==> src/rtl/diff_serial_tx_pkg.sv <==
// Shared definitions for the differential serial transmitter: FSM state
// encoding, parity-mode constants and a frame-length helper.
package diff_serial_tx_pkg;

    typedef enum logic [2:0] {
        IDLE  = 3'd0,
        START = 3'd1,
        DATA  = 3'd2,
        PAR   = 3'd3,
        STOP  = 3'd4
    } tx_state_e;

    localparam int PAR_NONE = 0;
    localparam int PAR_EVEN = 1;
    localparam int PAR_ODD  = 2;

    // Bit periods in one frame: start + payload + optional parity + stop.
    function automatic int frame_bits(input int data_width, input int par_mode);
        return 2 + data_width + ((par_mode != PAR_NONE) ? 1 : 0);
    endfunction

endpackage

==> src/rtl/diff_tx_bit_timer.sv <==
// Bit-period timer: counts 0..CLKS_PER_BIT-1 while enabled and flags the
// last cycle of each bit period with a one-cycle tick.
module diff_tx_bit_timer #(
    parameter int CLKS_PER_BIT = 4
) (
    input  logic clk_sys,
    input  logic rst,
    input  logic en,
    output logic tick
);

    localparam logic [7:0] LAST = 8'(CLKS_PER_BIT - 1);

    logic [7:0] cnt;

    assign tick = en && (cnt == LAST);

    // Count restarts at every bit boundary and sits at zero while idle.
    always_ff @(posedge clk_sys) begin
        if (rst || !en || tick) begin
            cnt <= 8'd0;
        end else begin
            cnt <= cnt + 8'd1;
        end
    end

endmodule

==> src/rtl/diff_serial_tx.sv <==
// Differential serial transmitter: frames a payload word as start bit,
// LSB-first data, optional parity and stop bit on a true/complement pair.
//
//   state | meaning
//   ------+-----------------------------------------------
//   IDLE  | line at mark (O=1), ready to accept a word
//   START | start bit (O=0)
//   DATA  | payload bits, LSB first, one per bit period
//   PAR   | parity bit (only when PARITY is not "NONE")
//   STOP  | stop bit (O=1), then back to IDLE
module diff_serial_tx
    import diff_serial_tx_pkg::*;
#(
    parameter int    CLKS_PER_BIT = 4,
    parameter int    DATA_WIDTH   = 8,
    parameter string PARITY       = "NONE",
    parameter string IOSTANDARD   = "LVDS_25"
) (
    input  logic                  C,
    input  logic                  R,
    input  logic [DATA_WIDTH-1:0] DIN,
    input  logic                  DVALID,
    output logic                  DREADY,
    output logic                  BUSY,
    output logic                  O,
    output logic                  OB
);

    localparam int         PAR_MODE = (PARITY == "EVEN") ? PAR_EVEN :
                                      (PARITY == "ODD")  ? PAR_ODD  : PAR_NONE;
    localparam logic       PAR_INV  = (PAR_MODE == PAR_ODD);
    localparam logic [3:0] LAST_BIT = 4'(DATA_WIDTH - 1);

    // Reject out-of-range configurations at elaboration; the I/O standard
    // is only a placement attribute and must merely be named.
    if (CLKS_PER_BIT < 2 || CLKS_PER_BIT > 255) begin : g_bad_cpb
        $error("diff_serial_tx: CLKS_PER_BIT out of range");
    end
    if (DATA_WIDTH < 5 || DATA_WIDTH > 9) begin : g_bad_dw
        $error("diff_serial_tx: DATA_WIDTH out of range");
    end
    if (IOSTANDARD.len() == 0) begin : g_bad_iostd
        $error("diff_serial_tx: IOSTANDARD must be named");
    end

    tx_state_e             state, state_n;
    logic [DATA_WIDTH-1:0] shift_q, shift_n;
    logic [3:0]            bit_cnt, bit_cnt_n;
    logic                  par_q, par_n;
    logic                  o_q, ob_q, o_n;
    logic                  tick;
    logic                  accept;

    assign DREADY = (state == IDLE) && !R;
    assign BUSY   = (state != IDLE);
    assign accept = DVALID && DREADY;
    assign O      = o_q;
    assign OB     = ob_q;

    diff_tx_bit_timer #(
        .CLKS_PER_BIT(CLKS_PER_BIT)
    ) u_bit_timer (
        .clk_sys(C),
        .rst    (R),
        .en     (BUSY),
        .tick   (tick)
    );

    // Next-state, datapath and next line level; the line level follows the
    // next state so O changes on the same edge as the state.
    always_comb begin
        state_n   = state;
        shift_n   = shift_q;
        bit_cnt_n = bit_cnt;
        par_n     = par_q;
        o_n       = 1'b1;
        case (state)
            IDLE: begin
                if (accept) begin
                    state_n   = START;
                    shift_n   = DIN;
                    bit_cnt_n = 4'd0;
                    par_n     = (^DIN) ^ PAR_INV;
                end
            end
            START: begin
                if (tick) state_n = DATA;
            end
            DATA: begin
                if (tick) begin
                    shift_n   = {1'b0, shift_q[DATA_WIDTH-1:1]};
                    bit_cnt_n = bit_cnt + 4'd1;
                    if (bit_cnt == LAST_BIT) begin
                        state_n = (PAR_MODE != PAR_NONE) ? PAR : STOP;
                    end
                end
            end
            PAR: begin
                if (tick) state_n = STOP;
            end
            STOP: begin
                if (tick) state_n = IDLE;
            end
            default: state_n = IDLE;
        endcase
        case (state_n)
            START:   o_n = 1'b0;
            DATA:    o_n = shift_n[0];
            PAR:     o_n = par_n;
            default: o_n = 1'b1;
        endcase
    end

    // State, datapath and output pair registers with synchronous reset.
    always_ff @(posedge C) begin
        if (R) begin
            state   <= IDLE;
            shift_q <= '0;
            bit_cnt <= 4'd0;
            par_q   <= 1'b0;
            o_q     <= 1'b1;
            ob_q    <= 1'b0;
        end else begin
            state   <= state_n;
            shift_q <= shift_n;
            bit_cnt <= bit_cnt_n;
            par_q   <= par_n;
            o_q     <= o_n;
            ob_q    <= ~o_n;
        end
    end

endmodule
==> config.mk <==
export PLATFORM = sky130hd
export DESIGN_NAME = diff_serial_tx
export DESIGN_NICKNAME = d
export VERILOG_FILES = /design/src/rtl/diff_serial_tx_pkg.sv /design/src/rtl/diff_tx_bit_timer.sv /design/src/rtl/diff_serial_tx.sv
export SDC_FILE = /design/constraint.sdc
export NUM_CORES = 1
export LEC_CHECK = 0
export CAP_MARGIN = 10
export CORE_MARGIN = 2
export CORE_UTILIZATION = 57
export DETAILED_ROUTE_END_ITERATION = 12
export PLACE_DENSITY = 0.84
export SLEW_MARGIN = 40
export SYNTH_ARGS = -nofsm -noshare
export SYNTH_HDL_FRONTEND = slang
export SYNTH_SLANG_ARGS = --single-unit
==> constraint.sdc <==
create_clock -name C -period 6.2 [get_ports C]
set_input_delay 0.93 -clock C [delete_from_list [all_inputs] [get_ports C]]
set_output_delay 0.93 -clock C [all_outputs]
set_load 0.005 [all_outputs]
**Run 1: signal wires on met2**

(8 px per um)
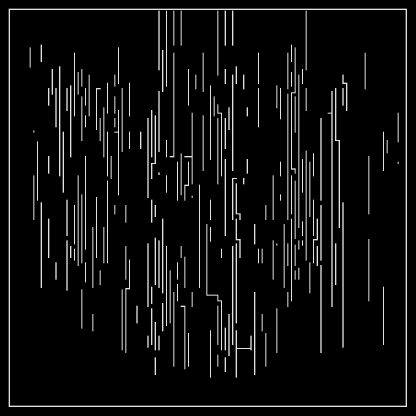
The layer holds 50% of the routed length. The longest straight run is 26.9 um. The layer carries 1050 um of wire. The wires run mostly vertical. 134 nets have wire on it.
GR met2 Demand/Resource: 30.6%
routed wire length: 2090 um
via count of the routed design: 948

**Run 1: routing congestion**

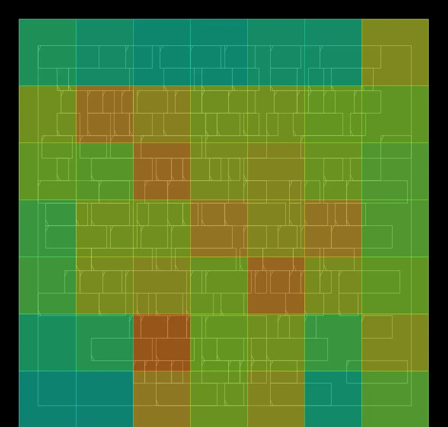
met1 Track Usage GR: 23.1%
met3 track demand over resource: 3.64%

**Run 1: sequential cells coloured by netlist name**

(8 px per um) Other sequential cells in the stronger grey, the rest of the logic in the fainter grey.
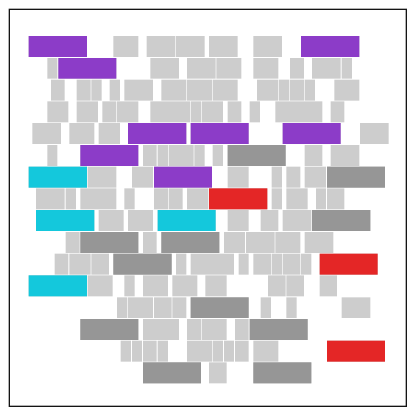
Key: red = state [placed flops 3]; cyan = bit_cnt [placed flops 4, where left middle]; purple = shift_q [placed flops 8]
fraction of area in registers: 38.6%
sequential group power: 0.175 mW
final design utilization: 68.8%
storage element area: 520 sq um

-- run 1: report_power, final --
part | leakage (nW) | internal, mW | switching, mW
logic | 0.241 | 0.0188 | 0.0168
clock network | 0.0210 | 0.0359 | 0.0483
registers | 0.211 | 0.172 | 0.00264
total | 0.473 | 0.227 | 0.0678
-- run 1: cell usage in the layout, fill, tap and decap left out, types with 2 or more instances in the layout --
cell type	count
sky130_fd_sc_hd__or3_1	2
sky130_fd_sc_hd__nor2b_1	2
sky130_fd_sc_hd__xor2_1	7
sky130_fd_sc_hd__inv_1	4
sky130_fd_sc_hd__nand2_1	9
sky130_fd_sc_hd__nor3_1	4
sky130_fd_sc_hd__mux2i_1	2
sky130_fd_sc_hd__nor3b_1	2
sky130_fd_sc_hd__a21oi_1	9
sky130_fd_sc_hd__clkdlybuf4s50_1	13
sky130_fd_sc_hd__dfxtp_1	26
sky130_fd_sc_hd__a22oi_1	5
sky130_fd_sc_hd__ha_1	2
sky130_fd_sc_hd__clkbuf_4	3
sky130_fd_sc_hd__xnor2_1	8
sky130_fd_sc_hd__and3_1	2
sky130_fd_sc_hd__a32oi_1	2
sky130_fd_sc_hd__nand3_1	5
sky130_fd_sc_hd__nor2_1	17
-- run 1: stage by stage --
| stage | utilization [%] | power (mW) | cell area, sq um | instances | hold slack (ns) |
|---|---|---|---|---|---|
| after CTS | 69.1 | 0.298 | 1360 | 169 | 0.467 |
| after detailed placement | 67.2 | 0.214 | 1320 | 165 | 0.452 |
| after global routing | 68.8 | 0.306 | 1350 | 169 | 0.484 |
| after global placement | 67.2 | 0.213 | 1320 | 165 | 0.444 |
| final | 68.8 | 0.294 | 1350 | 169 | 0.466 |
| after floorplan | - | 0.200 | 1180 | 130 | 0.436 |
-- run 1: flip-flops by register name (all words and copies together), names as in the netlist --
name / flops
OB: 1
u_bit_timer.cnt: 8
state: 3
shift_q: 8
O: 1
par_q: 1
bit_cnt: 4
-- run 1: final cells by class --
type	count	area [sq um]
Multi-Input combinational cell	94	609
Fill cell	184	612
Inverter	4	15.0
Sequential cell	26	520
Tap cell	27	33.8
Clock buffer	4	36.3
Timing Repair Buffer	14	135
-- run 1: metal layers --
layer	vias to the layer above	part of all wire, %	global-route usage, %
li1	480	-	-
met1	454	47	23.1
met2	12	50	30.6
met3	2	2.2	3.64
met4	0	0.57	5.56
met5	-	0	0
-- run 1: worst max-delay path by stage --
stage | from | end | slack [ns] | cells past startpoint
floorplan | R | DREADY | 3.71 | 3
global placement | R | DREADY | 2.79 | 3
detailed placement | R | DREADY | 2.77 | 3
CTS | R | DREADY | 2.76 | 3
global route | state[2] | DREADY | 3.32 | 3
finish | state[2] | DREADY | 3.44 | 3
-- run 1: worst max-delay path: stages, from the launching register on --
cell	delay (ns)
sky130_fd_sc_hd__dfxtp_1	0.36
sky130_fd_sc_hd__or3_1	0.52
sky130_fd_sc_hd__nor2_1	0.13
sky130_fd_sc_hd__clkdlybuf4s50_1	0.51
-- run 1: logic make-up after synthesis --
group,Yosys count,share of synthesized area (%)
mux,2,1.70
flops,26,44.2
compound gates,23,13.1
xor+xnor,15,11.2
fa+ha+maj,2,2.13
buf+inv,10,4.04
simple gates,52,23.7
==> flow_summary.html, run 1 <==
<p>Metrics extracted from the flow reports.</p>
<table>
<tr><th>Metric</th><th>Value</th></tr>
<tr><th colspan="2">Die</th></tr>
<tr><td>Placement row count</td><td>16</td></tr>
<tr><td>Die ar.</td><td>2450 sq um</td></tr>
<tr><td>Area of the core region</td><td>1960 sq um</td></tr>
<tr><th colspan="2">Clock network</th></tr>
<tr><td>TritonCTS Buffers</td><td>3</td></tr>
<tr><td>CTS tree</td><td>built</td></tr>
<tr><td># H-tree levels</td><td>1</td></tr>
<tr><td>Number of buffers on the longest clock path</td><td>2</td></tr>
<tr><td>Clock-pin transition on the worst setup and hold timing paths</td><td>0.14 ns</td></tr>
<tr><td>Clock latency of the later-clocked register in the worst-skew pair</td><td>0.31 ns</td></tr>
<tr><td>Clock tree root buffer cell</td><td>sky130_fd_sc_hd__clkbuf_4</td></tr>
<tr><td>CTS Hold Bufs</td><td>0</td></tr>
<tr><th colspan="2">Pwr</th></tr>
<tr><td>Power density over cell area</td><td>218 nW/um^2</td></tr>
<tr><th colspan="2">Timing</th></tr>
<tr><td>RSZ-0062 raised after global routing</td><td>false</td></tr>
<tr><td>Worst clock skew on the final layout</td><td>0.00161 ns</td></tr>
<tr><td>Transition at the pin with the smallest max-transition slack</td><td>0.569 ns</td></tr>
<tr><td>Worst rel slew slack</td><td>61.9%</td></tr>
<tr><td>Finish-stage setup viols</td><td>0</td></tr>
<tr><td>Final hold violation count</td><td>0</td></tr>
<tr><td>Worst setup slack after layout</td><td>3.44 ns</td></tr>
<tr><th colspan="2">Cells and area</th></tr>
<tr><td>Fin nets</td><td>156</td></tr>
<tr><td>Diodes inserted</td><td>0</td></tr>
<tr><td>Post-synthesis to final-layout area growth</td><td>14.7%</td></tr>
<tr><th colspan="2">Run</th></tr>
<tr><td>Number of warnings the tools reported</td><td>26</td></tr>
<tr><td>Max Cap Violations</td><td>0</td></tr>
<tr><th colspan="2">Global route</th></tr>
<tr><td>Global route overflow</td><td>0</td></tr>
<tr><td>GRT Util Overall</td><td>18.0%</td></tr>
<tr><td>Initial antenna violation count</td><td>0</td></tr>
<tr><td>First-pass GRT wire length</td><td>3460 um</td></tr>
<tr><td>Maximum number of pins on one net before global-route repair</td><td>23</td></tr>
<tr><th colspan="2">Logic synthesis</th></tr>
<tr><td>Top area contributor share</td><td>44.2%</td></tr>
<tr><td>Post-synthesis cell type with the largest combined area</td><td>sky130_fd_sc_hd__dfxtp_1</td></tr>
<tr><td>Chip area estimate from yosys synthesis</td><td>1180 sq um</td></tr>
<tr><td>Synth unique cells</td><td>36</td></tr>
<tr><td>Synthesized net count</td><td>143</td></tr>
<tr><td>Leading cell types by count after synthesis</td><td>sky130_fd_sc_hd__dfxtp_1 (26), sky130_fd_sc_hd__nor2_1 (17), sky130_fd_sc_hd__a21oi_1 (9), sky130_fd_sc_hd__nand2_1 (9), sky130_fd_sc_hd__xnor2_1 (8)</td></tr>
<tr><td>Cell area after synthesis</td><td>1180 sq um</td></tr>
<tr><td>Most repeated cell in the gate-level netlist after synthesis</td><td>sky130_fd_sc_hd__dfxtp_1</td></tr>
<tr><td>Number of warnings reported in the yosys synthesis log</td><td>0</td></tr>
<tr><td>Sequential share of the synthesized area</td><td>44.2%</td></tr>
<tr><td>Post-synth EDFFs</td><td>0</td></tr>
<tr><td>Flops after synth</td><td>26</td></tr>
<tr><td>Avg Inst Size Synth</td><td>9.06 sq um</td></tr>
<tr><td>Commonest register cell after synthesis</td><td>sky130_fd_sc_hd__dfxtp_1</td></tr>
<tr><th colspan="2">Route</th></tr>
<tr><td>Number of remaining DRC errors</td><td>0</td></tr>
<tr><td>First-pass iteration count of the detailed router</td><td>4</td></tr>
<tr><td>Initial DRC count</td><td>8</td></tr>
<tr><td>Post-detailed-route via-to-cell ratio</td><td>5.61</td></tr>
<tr><th colspan="2">Worst hold path</th></tr>
<tr><td>Worst hold endpoint</td><td>shift_q[4]</td></tr>
<tr><td>Hold path startpoint</td><td>shift_q[4]</td></tr>
<tr><td>Min-Delay Path Class</td><td>flop to flop</td></tr>
<tr><th colspan="2">Setup path</th></tr>
<tr><td>R2R cell count</td><td>6</td></tr>
<tr><td>R2r setup slk</td><td>3.69 ns</td></tr>
<tr><td>Type of element launching the critical path</td><td>flop</td></tr>
<tr><td>Maximum fanout encountered on the critical timing path</td><td>6</td></tr>
<tr><td>R2R Path End</td><td>O</td></tr>
<tr><td>Sort of element at the end of the critical path</td><td>primary output</td></tr>
<tr><th colspan="2">Placed design</th></tr>
<tr><td>Minimum setup slack after placement</td><td>2.77 ns</td></tr>
<tr><td>Weighted congestion reported at the end of routability-driven placement</td><td>0.724</td></tr>
<tr><td>HPWL after DPL</td><td>1540 um</td></tr>
<tr><th colspan="2">Outcome</th></tr>
<tr><td>Result of the run</td><td>finished, final reports clean</td></tr>
</table>
==> run 1 -> run 2 <==
--- a/config.mk
+++ b/config.mk
@@ -7,9 +7,9 @@
 export LEC_CHECK = 0
 export CAP_MARGIN = 10
 export CORE_MARGIN = 2
-export CORE_UTILIZATION = 57
+export CORE_UTILIZATION = 53
 export DETAILED_ROUTE_END_ITERATION = 12
-export PLACE_DENSITY = 0.84
+export PLACE_DENSITY = 0.79
 export SLEW_MARGIN = 40
 export SYNTH_ARGS = -nofsm -noshare
 export SYNTH_HDL_FRONTEND = slang
==> constraint.sdc (replaced) <==
create_clock -name C -period 2.85 [get_ports C]
set_input_delay 0.4275 -clock C [delete_from_list [all_inputs] [get_ports C]]
set_output_delay 0.4275 -clock C [all_outputs]
set_load 0.005 [all_outputs]
**Run 2: sequential cells coloured by netlist name**

(8 px per um) Other sequential cells in the stronger grey, the rest of the logic in the fainter grey.
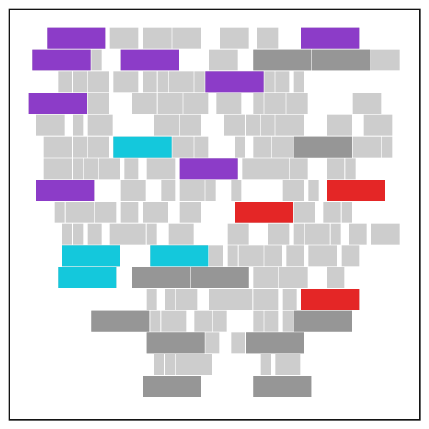
Key: cyan = bit_cnt [placed flops 4, where left middle]; red = state [placed flops 3]; purple = shift_q [placed flops 8]
Another 11 sequential cells are not coloured.
final design utilization: 63.5%
fraction of area in registers: 38.1%
sequential group power: 0.380 mW

**Run 2: a small window of the routed layout**

Window x 13 to 38, y 13 to 38 um. Cells in grey, sequential cells in the stronger grey; small squares are vias.
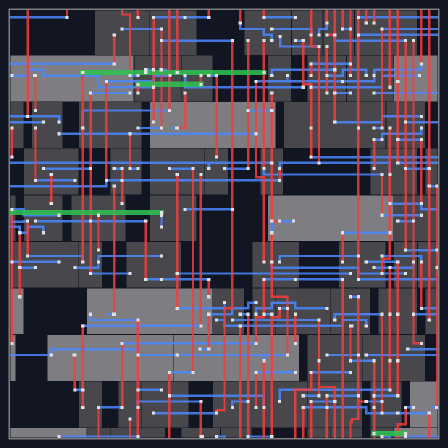
Key: green = metal 3; red = metal 2; blue = metal 1
Sequential cells in the window: 6. Netlist names of flops here include bit_cnt (2), u_bit_timer.cnt (2). Most frequent: nor2_1 (6), dfxtp_1 (6), xor2_1 (5). 51 logic cells have their middle in the window.

**Run 2: routing congestion**

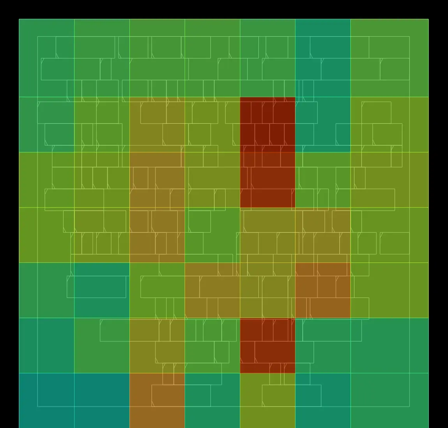
average wire length per cell after detail routing: 12.5 um
GRT Util Overall: 19.8%
GR met2 Demand/Resource: 32.7%
met3 track demand over resource: 2.63%
global-route layer with the greatest usage: met2

==> run 2 against run 1 <==
Effect of this change: combinational power increased by 130%; utilization fell by 5.3 points; clock power up 76%; synthesized area is the same; largest cell class unchanged; register-to-register slack lost 3.0 ns; sequential cell count unchanged; critical path depth is the same; worst setup slack got worse by 2.8 ns; clock skew increased by 0.0033 ns; via count is 0.21% higher; synthesized cell count stayed put; cell count up 1.8%.
==> flow_summary.html, run 2 <==
<p>Metrics extracted from the flow reports.</p>
<table>
<tr><th>Metric</th><th>Value</th></tr>
<tr><th colspan="2">Clock network</th></tr>
<tr><td># H-tree levels</td><td>1 (unchanged)</td></tr>
<tr><td>CTS sink cnt</td><td>26 (unchanged)</td></tr>
<tr><td>Buffers inserted during post-CTS setup optimization</td><td>0 (unchanged)</td></tr>
<tr><td>PostCTS Resize Cnt</td><td>0 (unchanged)</td></tr>
<tr><td>Clock-pin transition on the worst setup and hold timing paths</td><td>0.13 ns (was 0.14 ns)</td></tr>
<tr><td>Clock latency of the later-clocked register in the worst-skew pair</td><td>0.31 ns (about the same)</td></tr>
<tr><td>Clock tree root buffer cell</td><td>sky130_fd_sc_hd__clkbuf_4 (unchanged)</td></tr>
<tr><td>Number of buffers on the longest clock path</td><td>2 (unchanged)</td></tr>
<tr><td>CTS Hold Bufs</td><td>0 (unchanged)</td></tr>
<tr><td>CTS tree</td><td>built (unchanged)</td></tr>
<tr><td>TritonCTS Buffers</td><td>3 (unchanged)</td></tr>
<tr><th colspan="2">Setup path</th></tr>
<tr><td>Crit path max-delay cell type</td><td>sky130_fd_sc_hd__or3_1 (unchanged)</td></tr>
<tr><td>CP Data Arrival Time</td><td>1.83 ns (about the same)</td></tr>
<tr><td>Kind of cell adding the most delay to the critical path</td><td>simple AND/OR/NAND/NOR gates (unchanged)</td></tr>
<tr><td>Maximum fanout encountered on the critical timing path</td><td>6 (unchanged)</td></tr>
<tr><td>Crit path required time</td><td>2.42 ns (was 5.27 ns)</td></tr>
<tr><td>R2R Path End</td><td>O (unchanged)</td></tr>
<tr><td>CP max stage delay</td><td>0.52 ns (about the same)</td></tr>
<tr><td>Number of stages on the worst setup path</td><td>3 (unchanged)</td></tr>
<tr><td>Crit-path cells</td><td>or3_1 &gt; nor2_1 &gt; clkdlybuf4s50_1 (unchanged)</td></tr>
<tr><td>R2R cell count</td><td>6 (unchanged)</td></tr>
<tr><td>Launch instance of the worst register-to-register path</td><td>u_bit_timer.cnt[0] (unchanged)</td></tr>
<tr><td>Crit path buf inv count</td><td>1 (unchanged)</td></tr>
<tr><td>Setup Crit Path Kind</td><td>flop to primary output (unchanged)</td></tr>
<tr><td>R2r setup slk</td><td>0.68 ns (was 3.69 ns)</td></tr>
<tr><td>Sort of element at the end of the critical path</td><td>primary output (unchanged)</td></tr>
<tr><td>Type of element launching the critical path</td><td>flop (unchanged)</td></tr>
<tr><th colspan="2">Logic synthesis</th></tr>
<tr><td>Number of warnings reported in the yosys synthesis log</td><td>0 (unchanged)</td></tr>
<tr><td>Synthesized net count</td><td>143 (unchanged)</td></tr>
<tr><td>Sequential share of the synthesized area</td><td>44.2% (unchanged)</td></tr>
<tr><td>Flops after synth</td><td>26 (unchanged)</td></tr>
<tr><td>Yosys Instances</td><td>130 (unchanged)</td></tr>
<tr><td>Post-synth EDFFs</td><td>0 (unchanged)</td></tr>
<tr><td>Area fraction in compound gates after synthesis</td><td>13.1% (unchanged)</td></tr>
<tr><td>Main logic family</td><td>simple AND/OR/NAND/NOR gates (unchanged)</td></tr>
<tr><td>Synthesized-area fraction occupied by adder cells</td><td>2.13% (unchanged)</td></tr>
<tr><td>Biggest area cells</td><td>sky130_fd_sc_hd__dfxtp_1 (44%), sky130_fd_sc_hd__xnor2_1 (6.0%), sky130_fd_sc_hd__nor2_1 (5.4%) (unchanged)</td></tr>
<tr><td>Chip area estimate from yosys synthesis</td><td>1180 sq um (unchanged)</td></tr>
<tr><td>Post-synthesis cell type with the largest combined area</td><td>sky130_fd_sc_hd__dfxtp_1 (unchanged)</td></tr>
<tr><td>Mux share of post-synthesis cell area</td><td>1.70% (unchanged)</td></tr>
<tr><td>Leading cell types by count after synthesis</td><td>sky130_fd_sc_hd__dfxtp_1 (26), sky130_fd_sc_hd__nor2_1 (17), sky130_fd_sc_hd__a21oi_1 (9), sky130_fd_sc_hd__nand2_1 (9), sky130_fd_sc_hd__xnor2_1 (8) (unchanged)</td></tr>
<tr><td>Synth unique cells</td><td>36 (unchanged)</td></tr>
<tr><td>Commonest register cell after synthesis</td><td>sky130_fd_sc_hd__dfxtp_1 (unchanged)</td></tr>
<tr><td>Ys async rst share</td><td>0% (unchanged)</td></tr>
<tr><td>Most repeated cell in the gate-level netlist after synthesis</td><td>sky130_fd_sc_hd__dfxtp_1 (unchanged)</td></tr>
<tr><td>Post-synthesis simple-gate area fraction</td><td>23.7% (unchanged)</td></tr>
<tr><td>Avg Inst Size Synth</td><td>9.06 sq um (unchanged)</td></tr>
<tr><td>Cell area after synthesis</td><td>1180 sq um (unchanged)</td></tr>
<tr><td>Syn Inst Count</td><td>130 (unchanged)</td></tr>
<tr><td>XOR/XNOR share of the synthesized area</td><td>11.2% (unchanged)</td></tr>
<tr><td>Top area contributor share</td><td>44.2% (unchanged)</td></tr>
<tr><th colspan="2">Route</th></tr>
<tr><td>Post-detailed-route via-to-cell ratio</td><td>5.52 (was 5.61)</td></tr>
<tr><td>Number of remaining DRC errors</td><td>0 (unchanged)</td></tr>
<tr><td>Via count of the routed design</td><td>950 (was 948)</td></tr>
<tr><td>Initial DRC count</td><td>12 (was 8)</td></tr>
<tr><td>First-pass iteration count of the detailed router</td><td>4 (unchanged)</td></tr>
<tr><td>Final antenna-violating net count</td><td>0 (unchanged)</td></tr>
<tr><td>Routed wire length</td><td>2160 um (was 2090 um)</td></tr>
<tr><th colspan="2">Pwr</th></tr>
<tr><td>Peak ir drop on the vdd network</td><td>304 uV (was 170 uV)</td></tr>
<tr><td>Leak Pwr</td><td>0.482 nW (was 0.473 nW)</td></tr>
<tr><td>Power density over cell area</td><td>446 nW/um^2 (was 218 nW/um^2)</td></tr>
<tr><th colspan="2">Global route</th></tr>
<tr><td>Maximum number of pins on one net before global-route repair</td><td>16 (was 23)</td></tr>
<tr><td>Global route overflow</td><td>0 (unchanged)</td></tr>
<tr><td>Vias in the first global route</td><td>908 (was 836)</td></tr>
<tr><td>Initial antenna violation count</td><td>0 (unchanged)</td></tr>
<tr><td>First-pass GRT wire length</td><td>3890 um (was 3460 um)</td></tr>
<tr><th colspan="2">Timing</th></tr>
<tr><td>Count of final max-slew check failures</td><td>0 (unchanged)</td></tr>
<tr><td>Finish-stage setup viols</td><td>0 (unchanged)</td></tr>
<tr><td>Max frequency</td><td>443 MHz</td></tr>
<tr><td>Worst rel slew slack</td><td>66.4% (was 61.9%)</td></tr>
<tr><td>Worst clock skew on the final layout</td><td>0.00489 ns (was 0.00161 ns)</td></tr>
<tr><td>Worst setup slack after layout</td><td>0.592 ns (was 3.44 ns)</td></tr>
<tr><td>Shortest clock period the worst path allows after layout</td><td>2.26 ns</td></tr>
<tr><td>Portion of the clock cycle consumed by the worst path in the final layout</td><td>79.2%</td></tr>
<tr><td>Total negative slack</td><td>0 ns (unchanged)</td></tr>
<tr><td>Transition at the pin with the smallest max-transition slack</td><td>0.502 ns (was 0.569 ns)</td></tr>
<tr><td>RSZ-0062 raised after global routing</td><td>false (unchanged)</td></tr>
<tr><td>Final hold violation count</td><td>0 (unchanged)</td></tr>
<tr><th colspan="2">Cells and area</th></tr>
<tr><td>Combinational gate area</td><td>609 sq um (unchanged)</td></tr>
<tr><td>Fin nets</td><td>159 (was 156)</td></tr>
<tr><td>Storage element area</td><td>520 sq um (unchanged)</td></tr>
<tr><td>Post-synthesis to final-layout area growth</td><td>15.9% (was 14.7%)</td></tr>
<tr><td>Share of final-layout standard cells stronger than drive strength 1</td><td>5.56% (was 4.93%)</td></tr>
<tr><td>Diodes inserted</td><td>0 (unchanged)</td></tr>
<tr><td>Largest regs</td><td>shift_q (8), u_bit_timer.cnt (8), bit_cnt (4) (unchanged)</td></tr>
<tr><td>Filler instances</td><td>183 (was 184)</td></tr>
<tr><td>Fin cells</td><td>172 (was 169)</td></tr>
<tr><td>Most frequent logic cell in the layout</td><td>sky130_fd_sc_hd__dfxtp_1 (unchanged)</td></tr>
<tr><td>Most used cells in the layout excluding fill and tap cells</td><td>sky130_fd_sc_hd__dfxtp_1 (26), sky130_fd_sc_hd__nor2_1 (17), sky130_fd_sc_hd__clkdlybuf4s50_1 (14), sky130_fd_sc_hd__nand2_1 (9), sky130_fd_sc_hd__a21oi_1 (9) (was sky130_fd_sc_hd__dfxtp_1 (26), sky130_fd_sc_hd__nor2_1 (17), sky130_fd_sc_hd__clkdlybuf4s50_1 (13), sky130_fd_sc_hd__nand2_1 (9), sky130_fd_sc_hd__a21oi_1 (9))</td></tr>
<tr><th colspan="2">Die</th></tr>
<tr><td>Die boundary width</td><td>51.1 um (was 49.5 um)</td></tr>
<tr><td>Floorplan utilization</td><td>54.8% (was 60.0%)</td></tr>
<tr><td>Vertical die size</td><td>51.1 um (was 49.5 um)</td></tr>
<tr><td>Area of the core region</td><td>2150 sq um (was 1960 sq um)</td></tr>
<tr><td>Number of top-level pins</td><td>15 (unchanged)</td></tr>
<tr><td>Placement row count</td><td>17 (was 16)</td></tr>
<tr><td>Die ar.</td><td>2610 sq um (was 2450 sq um)</td></tr>
<tr><th colspan="2">Run</th></tr>
<tr><td>Number of warnings the tools reported</td><td>26 (unchanged)</td></tr>
<tr><td>Max Cap Violations</td><td>0 (unchanged)</td></tr>
<tr><th colspan="2">Placed design</th></tr>
<tr><td>Minimum setup slack after placement</td><td>0.556 ns (was 2.77 ns)</td></tr>
<tr><td>HPWL after DPL</td><td>1630 um (was 1540 um)</td></tr>
<tr><td>Number of input and output port buffers inserted</td><td>14 (unchanged)</td></tr>
<tr><td>Placed Cells incl. Taps</td><td>169 (was 165)</td></tr>
<tr><td>Weighted congestion reported at the end of routability-driven placement</td><td>0.761 (was 0.724)</td></tr>
<tr><th colspan="2">Worst hold path</th></tr>
<tr><td>Hold path startpoint</td><td>shift_q[6] (was shift_q[4])</td></tr>
<tr><td>Worst hold endpoint</td><td>shift_q[6] (was shift_q[4])</td></tr>
<tr><td>Min-Delay Path Class</td><td>flop to flop (unchanged)</td></tr>
<tr><td>Worst Hold Path Cells</td><td>2 (unchanged)</td></tr>
<tr><th colspan="2">Outcome</th></tr>
<tr><td>Result of the run</td><td>finished, final reports clean (unchanged)</td></tr>
</table>
==> run 2: stage by stage <==
step	utilization (%)	hold WS [ns]	power (mW)	cell area (sq um)
2_1_floorplan	-	0.436	0.435	1180
3_3_place_gp	62.5	0.446	0.467	1340
3_5_place_dp	62.5	0.456	0.470	1340
4_1_cts	63.5	0.474	0.616	1370
5_1_grt	63.5	0.497	0.633	1370
6_report	63.5	0.470	0.609	1370
==> run 2: cells by family after synthesis <==
kind of cell             Yosys count
multiplexers                       2
flip-flops                        26
XOR/XNOR                          15
AND-OR/OR-AND                     23
AND/OR/NAND/NOR                   52
adder cells (fa/ha/maj)            2
buffers and inverters             10
==> run 2: cell type report <==
cell class	instances	area share [%]
clock buffer	3	1.65
inverter	4	1.10
tap	28	2.57
timing repair buffer	17	11.9
sequential	26	38.1
multi-input combinational	94	44.6
==> run 2: routing by layer <==
| layer | vias up | routed length, um | global-route usage, % |
|---|---|---|---|
| met5 | - | 0 | 0 |
| met4 | 0 | 17 | 9.01 |
| met3 | 2 | 84 | 2.63 |
| met2 | 19 | 1090 | 32.7 |
| met1 | 444 | 961 | 25.7 |
| li1 | 485 | - | - |
==> run 2: worst max-delay path by stage <==
stage                  startpoint  endpoint  slack (ns)
6_report                 state[2]    DREADY        0.59
5_1_grt        u_bit_timer.cnt[0]         O        0.42
3_3_place_gp                    R         O        0.64
4_1_cts                  state[2]    DREADY        0.56
2_1_floorplan  u_bit_timer.cnt[0]         O        0.78
3_5_place_dp                    R         O        0.56
==> run 2: where the power goes <==
group	switching, mW	total [mW]	internal, mW
combinational	0.0375	0.0811	0.0436
clock	0.0990	0.148	0.0494
sequential	0.00582	0.380	0.374
==> run 2: worst register-to-register path, cell delays in order, from the launching register on <==
cell	delay [ns]
sky130_fd_sc_hd__dfxtp_1	0.41
sky130_fd_sc_hd__ha_1	0.25
sky130_fd_sc_hd__nor4b_2	0.34
sky130_fd_sc_hd__o211ai_1	0.20
sky130_fd_sc_hd__a32oi_1	0.28
sky130_fd_sc_hd__nor3_1	0.10
sky130_fd_sc_hd__or4_1	0.48
==> run 2 -> run 3 <==
==> constraint.sdc (replaced) <==
create_clock -name C -period 2.25 [get_ports C]
set_input_delay 0.3375 -clock C [delete_from_list [all_inputs] [get_ports C]]
set_output_delay 0.3375 -clock C [all_outputs]
set_load 0.005 [all_outputs]
**Run 3: signal wires on met2**

(8 px per um)
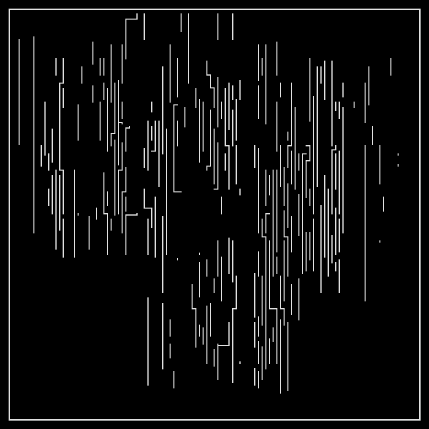
The layer holds 49% of the routed length. 133 nets have wire on it. The layer carries 1050 um of wire. The wires run mostly vertical.
routed wire length: 2150 um
GR met2 Demand/Resource: 33.3%

**Run 3: routing congestion**

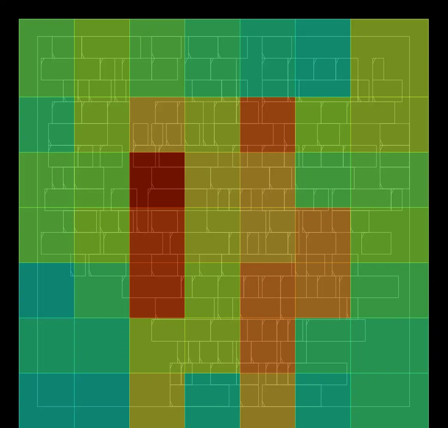
met1 Track Usage GR: 21.9%
final design utilization: 64.8%

**Run 3: cell sizes after repair**

(10 px per um)
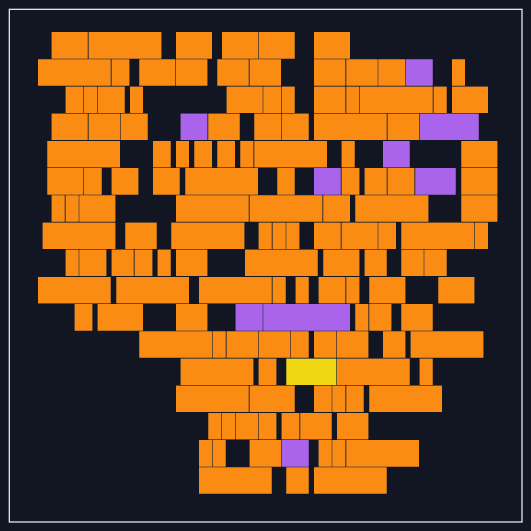
Key: purple = _3 and _4 cells [cells 9]; orange = _0 and _1 cells [cells 135, most used dfxtp_1]; yellow = _6 and larger [cells 1, most used clkbuf_8]
cell area after layout: 1390 sq um
post-synthesis to final-layout area growth: 18.3%

==> run 3 against run 2 <==
Effect of this change: clock skew shrank 0.0025 ns; register-to-register slack lost 0.51 ns; sequential share of layout area shrank 0.75 points; clock-buffer cell count grew 1; first-iteration DRC count grew 17%; utilization grew 1.3 points; synthesized cell count is the same; design area grew 2.0%; sequential power grew 27%; non-clock buffer count is the same; cell count grew 0.58%; critical path type unchanged.
==> flow_summary.html, run 3 <==
<p>Metrics extracted from the flow reports.</p>
<table>
<tr><th>Metric</th><th>Value</th></tr>
<tr><th colspan="2">Setup path</th></tr>
<tr><td>R2r setup slk</td><td>0.17 ns (was 0.68 ns)</td></tr>
<tr><td>Crit path required time</td><td>1.91 ns (was 2.42 ns)</td></tr>
<tr><td>CP Data Arrival Time</td><td>1.77 ns (was 1.83 ns)</td></tr>
<tr><td>R2R cell count</td><td>6 (unchanged)</td></tr>
<tr><td>Type of element launching the critical path</td><td>flop (unchanged)</td></tr>
<tr><td>Sort of element at the end of the critical path</td><td>primary output (unchanged)</td></tr>
<tr><td>Setup Crit Path Kind</td><td>flop to primary output (unchanged)</td></tr>
<tr><th colspan="2">Cells and area</th></tr>
<tr><td>Share of final-layout standard cells stronger than drive strength 1</td><td>6.90% (was 5.56%)</td></tr>
<tr><td>Largest regs</td><td>shift_q (8), u_bit_timer.cnt (8), bit_cnt (4) (unchanged)</td></tr>
<tr><td>Diodes inserted</td><td>0 (unchanged)</td></tr>
<tr><td>Fin nets</td><td>159 (unchanged)</td></tr>
<tr><td>Most used cells in the layout excluding fill and tap cells</td><td>sky130_fd_sc_hd__dfxtp_1 (26), sky130_fd_sc_hd__nor2_1 (17), sky130_fd_sc_hd__clkdlybuf4s50_1 (14), sky130_fd_sc_hd__nand2_1 (9), sky130_fd_sc_hd__a21oi_1 (9) (unchanged)</td></tr>
<tr><th colspan="2">Die</th></tr>
<tr><td>Die ar.</td><td>2610 sq um (unchanged)</td></tr>
<tr><td>Area of the core region</td><td>2150 sq um (unchanged)</td></tr>
<tr><td>Vertical die size</td><td>51.1 um (unchanged)</td></tr>
<tr><td>Placement row count</td><td>17 (unchanged)</td></tr>
<tr><th colspan="2">Timing</th></tr>
<tr><td>Total negative slack</td><td>0 ns (unchanged)</td></tr>
<tr><td>Max frequency</td><td>474 MHz</td></tr>
<tr><td>Shortest clock period the worst path allows after layout</td><td>2.11 ns</td></tr>
<tr><td>Worst rel slew slack</td><td>69.6% (was 66.4%)</td></tr>
<tr><td>Finish-stage setup viols</td><td>0 (unchanged)</td></tr>
<tr><td>Transition at the pin with the smallest max-transition slack</td><td>0.455 ns (was 0.502 ns)</td></tr>
<tr><td>Worst clock skew on the final layout</td><td>0.00239 ns (was 0.00489 ns)</td></tr>
<tr><td>Count of final max-slew check failures</td><td>0 (unchanged)</td></tr>
<tr><td>Portion of the clock cycle consumed by the worst path in the final layout</td><td>93.8%</td></tr>
<tr><td>Final hold violation count</td><td>0 (unchanged)</td></tr>
<tr><th colspan="2">Logic synthesis</th></tr>
<tr><td>Flops after synth</td><td>26 (unchanged)</td></tr>
<tr><td>Most repeated cell in the gate-level netlist after synthesis</td><td>sky130_fd_sc_hd__dfxtp_1 (unchanged)</td></tr>
<tr><td>Post-synth EDFFs</td><td>0 (unchanged)</td></tr>
<tr><td>Chip area estimate from yosys synthesis</td><td>1180 sq um (unchanged)</td></tr>
<tr><td>Cell area after synthesis</td><td>1180 sq um (unchanged)</td></tr>
<tr><td>Synth unique cells</td><td>36 (unchanged)</td></tr>
<tr><td>Biggest area cells</td><td>sky130_fd_sc_hd__dfxtp_1 (44%), sky130_fd_sc_hd__xnor2_1 (6.0%), sky130_fd_sc_hd__nor2_1 (5.4%) (unchanged)</td></tr>
<tr><td>Number of warnings reported in the yosys synthesis log</td><td>0 (unchanged)</td></tr>
<tr><td>Yosys Instances</td><td>130 (unchanged)</td></tr>
<tr><td>Synthesized net count</td><td>143 (unchanged)</td></tr>
<tr><td>Leading cell types by count after synthesis</td><td>sky130_fd_sc_hd__dfxtp_1 (26), sky130_fd_sc_hd__nor2_1 (17), sky130_fd_sc_hd__a21oi_1 (9), sky130_fd_sc_hd__nand2_1 (9), sky130_fd_sc_hd__xnor2_1 (8) (unchanged)</td></tr>
<tr><td>Ys async rst share</td><td>0% (unchanged)</td></tr>
<tr><td>Post-synthesis cell type with the largest combined area</td><td>sky130_fd_sc_hd__dfxtp_1 (unchanged)</td></tr>
<tr><th colspan="2">Clock network</th></tr>
<tr><td>Number of buffers on the longest clock path</td><td>2 (unchanged)</td></tr>
<tr><td>Clock latency of the later-clocked register in the worst-skew pair</td><td>0.32 ns (was 0.31 ns)</td></tr>
<tr><td>Clock-pin transition on the worst setup and hold timing paths</td><td>0.13 ns (about the same)</td></tr>
<tr><td>CTS sink cnt</td><td>26 (unchanged)</td></tr>
<tr><td>CTS Hold Bufs</td><td>0 (unchanged)</td></tr>
<tr><td>CTS tree</td><td>built (unchanged)</td></tr>
<tr><td># H-tree levels</td><td>1 (unchanged)</td></tr>
<tr><th colspan="2">Pwr</th></tr>
<tr><td>Leak Pwr</td><td>0.488 nW (was 0.482 nW)</td></tr>
<tr><td>Peak ir drop on the vdd network</td><td>412 uV (was 304 uV)</td></tr>
<tr><th colspan="2">Route</th></tr>
<tr><td>Post-detailed-route via-to-cell ratio</td><td>5.40 (was 5.52)</td></tr>
<tr><td>Initial DRC count</td><td>14 (was 12)</td></tr>
<tr><td>Average wire length per cell after detail routing</td><td>12.4 um (was 12.5 um)</td></tr>
<tr><th colspan="2">Worst hold path</th></tr>
<tr><td>Min-Delay Path Class</td><td>flop to flop (unchanged)</td></tr>
<tr><td>Worst hold endpoint</td><td>shift_q[6] (unchanged)</td></tr>
<tr><td>Hold path startpoint</td><td>shift_q[6] (unchanged)</td></tr>
<tr><th colspan="2">Global route</th></tr>
<tr><td>Maximum number of pins on one net before global-route repair</td><td>19 (was 16)</td></tr>
<tr><td>Met3 track demand over resource</td><td>4.39% (was 2.63%)</td></tr>
<tr><td>Global route overflow</td><td>0 (unchanged)</td></tr>
<tr><td>First-pass GRT wire length</td><td>3710 um (was 3890 um)</td></tr>
<tr><td>Vias in the first global route</td><td>883 (was 908)</td></tr>
<tr><td>Initial antenna violation count</td><td>0 (unchanged)</td></tr>
<tr><th colspan="2">Outcome</th></tr>
<tr><td>Result of the run</td><td>finished, final reports clean (unchanged)</td></tr>
<tr><th colspan="2">Placed design</th></tr>
<tr><td>Number of input and output port buffers inserted</td><td>14 (unchanged)</td></tr>
<tr><th colspan="2">Run</th></tr>
<tr><td>Max Cap Violations</td><td>0 (unchanged)</td></tr>
<tr><td>Number of warnings the tools reported</td><td>26 (unchanged)</td></tr>
</table>
## run 3: cell counts after synthesis
Identical to the previous run, type by type.
## run 3: critical path, cell delays in order (launching register included)
cell and delay, ns:
sky130_fd_sc_hd__dfxtp_1 0.36, sky130_fd_sc_hd__or3_4 0.45, sky130_fd_sc_hd__nor2_1 0.13, sky130_fd_sc_hd__clkdlybuf4s50_1 0.51
## run 3: cell families after synthesis
logic type	Yosys count	synth area share [%]
mux	2	1.70
buf+inv	10	4.04
fa+ha+maj	2	2.13
flops	26	44.2
xor+xnor	15	11.2
simple gates	52	23.7
compound gates	23	13.1
## run 3: routing by layer
metal / vias up / share of wire, %
met3: 6 / 3.0
met4: 0 / 2.3
met1: 432 / 46
met2: 15 / 49
met5: - / 0
li1: 482 / -
## run 3: worst max-delay path by stage
stage | startpoint | end | slack, ns | cells after the start
6_report | state[2] | DREADY | 0.14 | 3
5_1_grt | u_bit_timer.cnt[0] | O | 0.03 | 6
4_1_cts | state[2] | DREADY | 0.02 | 3
3_5_place_dp | u_bit_timer.cnt[0] | O | 0.13 | 6
3_3_place_gp | u_bit_timer.cnt[0] | O | 0.22 | 6
2_1_floorplan | u_bit_timer.cnt[0] | O | 0.18 | 7
## run 3: power by group
group | switching [mW] | total, mW | internal (mW)
clock network | 0.137 | 0.236 | 0.0992
registers | 0.00739 | 0.481 | 0.474
logic | 0.0465 | 0.103 | 0.0563
## run 3: stage by stage
| step | std cells | utilization (%) | instance area [sq um] | power [mW] | setup slack [ns] |
|---|---|---|---|---|---|
| floorplan | 130 | - | 1180 | 0.551 | 0.178 |
| finish | 173 | 64.8 | 1390 | 0.820 | 0.139 |
| detailed placement | 169 | 62.5 | 1340 | 0.593 | 0.125 |
| global placement | 169 | 62.5 | 1340 | 0.592 | 0.223 |
| CTS | 173 | 64.2 | 1380 | 0.828 | 0.0179 |
| global route | 173 | 64.8 | 1390 | 0.856 | 0.0317 |
## run 3: cell type report
type | count | area [sq um] | area share [%]
multi-input combinational | 94 | 623 | 44.7
timing repair buffer | 17 | 163 | 11.7
clock buffer | 4 | 36.3 | 2.61
tap | 28 | 35.0 | 2.52
inverter | 4 | 15.0 | 1.08
sequential | 26 | 520 | 37.4
## run 3: repair_timing
action / in CTS / in global routing
endpoints found under the setup margin: 0 / 2
resized: 0 / 2
hold endpoints to repair: 0 / 0
Power and IR drop assume default switching activity.
